==> run_1/clocks.png <==
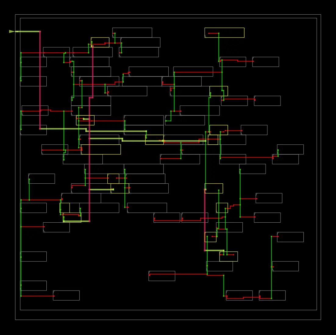
==> run_1/layer_met4.png <==
Supply wires on this layer in grey. Cells faint in the background.
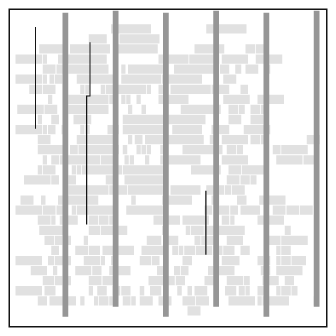
==> run_1/layer_met3.png <==
Scale bar: 20 um. Cells faint in the background.
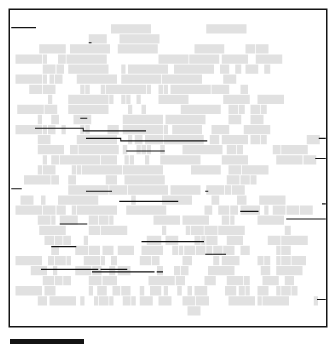
==> config.mk <==
export PLATFORM = sky130hd
export DESIGN_NAME = serial_slave_responder
export DESIGN_NICKNAME = d
export VERILOG_FILES = /design/src/rtl/serial_slave_responder.sv
export SDC_FILE = /design/constraint.sdc
export NUM_CORES = 1
export LEC_CHECK = 0
export CAP_MARGIN = 20
export CORE_MARGIN = 1
export CORE_UTILIZATION = 45
export CTS_CLUSTER_SIZE = 16
export DETAILED_ROUTE_END_ITERATION = 7
export SLEW_MARGIN = 20
export SYNTH_ARGS = -nofsm -noshare
export SYNTH_HDL_FRONTEND = slang
export SYNTH_SLANG_ARGS = --single-unit
==> constraint.sdc <==
create_clock -name clk -period 3.4 [get_ports clk]
set_clock_uncertainty 0.05 [all_clocks]
set_input_delay 0.51 -clock clk [delete_from_list [all_inputs] [get_ports clk]]
set_output_delay 0.51 -clock clk [all_outputs]
set_load 0.02 [all_outputs]
==> flow_summary_export.csv, run 1 <==
group,metric,value,unit
timing,relSlewSlack,0.547,
global_route,grt_pass1_vias,1971,
hold_path,hold_depth,1,
job,warning_count,28,
job,maxCapViolCount,0,
timing,report.final.slew_viol_count,0,
cts,cts_htree_levels,3,
drt,met3_length,204,um
timing,fin_crit_sh,0.727,
cts,cts_tree,"built",
global_route,grt_max_degree,30,
global_route,antenna_found_initial,0,
pwr,comb_power_share,0.051,
pwr,powerClk,0.738,mW
layout,final_util,0.518,
layout,largest_reg_flops,32,
timing,hold_viol,0,
layout,largest_class,"sequential cells",
layout,num-nonclk-inverters,6,
logic_synthesis,top_cell_area_share,0.308,
pwr,p_sw,0.380,mW
layout,fillers,620,
logic_synthesis,ys_sh_simple,0.179,
layout,logic_gate_count,188,
logic_synthesis,ys.flop_type,"dfxtp_1",
global_route,met1_usage,0.276,
placement,pre_cts_ws,0.684,ns
die,coreArea,6760,sq um
global_route,grt_overflow,0,
cts,cts_root_buf,"clkbuf_8",
run_status,outcome,"complete, no violations",
placement,postPlaceCellArea,3270,sq um
layout,drive_gt1_frac,0.137,
pwr,power_sequential,0.857,mW
global_route,use_met2,0.244,
pwr,seqPwrFrac,0.510,
die,taps,80,
global_route,grt_first_pass_wirelength,10000,um
## Picture notes: clocks.png
total CTS buffers: 9
clk sink count: 65
Flops: 65
Clk Latency, worst-skew pair: 0.34 ns
clk_buf instances: 9

## Picture notes: layer_met4.png
- wire length on this layer: 94.1 um
- share of all routed wire: 1.6%
- nets with wire on the layer: 2
- main direction: vertical
- longest straight run: 34.6 um
routed wire length: 6040 um
DR vias: 2117

## Picture notes: layer_met3.png
- nets with wire on the layer: 16
- wire length on this layer: 204 um
- share of all routed wire: 3.4%
met3 Track Usage GR: 0.0399

==> run 1 -> run 2 <==
clock period = 2.5 ns   (was 3.4 ns; I/O delays follow)
==> run_2/layer_met1.png <==
Supply wires on this layer in grey.
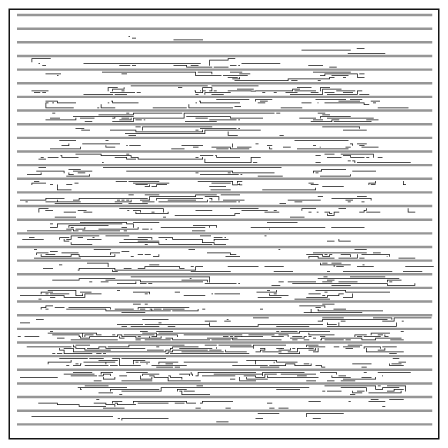
- main direction: horizontal
- nets with wire on the layer: 283
- longest straight run: 35.4 um
met1 Usage GRT: 0.279
routed wire length: 6700 um
DR vias: 2190

==> flow_summary_export.csv, run 2 <==
group,metric,value,unit
layout,flops,65,
hold_path,hold_depth,1,
cts,clk_latency,0.34,ns
die,taps,80,
cts,cts_root_buf,"clkbuf_8",
global_route,grt_first_pass_wirelength,10800,um
run_status,outcome,"complete, no violations",
placement,postPlaceCellArea,3350,sq um
layout,largest_class,"sequential cells",
worst_setup_path,ff2ff_setup_slack,0.26,ns
job,warning_count,28,
logic_synthesis,top_cell_area_share,0.308,
layout,final_layout_top_logic_cells,"nor2_1 (46), dfxtp_1 (33), edfxtp_1 (32)",
layout,fillers,603,
pwr,power_sequential,1.17,mW
global_route,grt_overflow,0,
pwr,p_sw,0.475,mW
cts,cts_buffers,9,
layout,final_util,0.523,
timing,rsz0062_at_grt,"false",
timing,fin_crit_sh,0.924,
logic_synthesis,top_cell,"nor2_1",
timing,report.final.slew_viol_count,0,
job,maxCapViolCount,0,
global_route,use_met3,0.0623,
logic_synthesis,ys_sh_simple,0.179,
pwr,seqPwrFrac,0.551,
global_route,use_met2,0.304,
pwr,comb_power_share,0.057,
logic_synthesis,ys.flop_type,"dfxtp_1",
die,coreArea,6760,sq um
layout,logic_gate_count,188,
timing,relSlewSlack,0.552,
drt,met3_length,383,um
cts,cts.sinks,65,
cts,cts_tree,"built",
placement,io_buffers,12,
worst_setup_path,crit_arrival,1.89,ns
global_route,grt_max_degree,30,
placement,pre_cts_ws,0.101,ns
timing,hold_viol,0,
global_route,antenna_found_initial,0,
layout,largest_reg_flops,32,
pwr,powerClk,0.829,mW
layout,nClkBuffers,14,
layout,drive_gt1_frac,0.159,
Power is estimated from default activity; no workload was simulated.
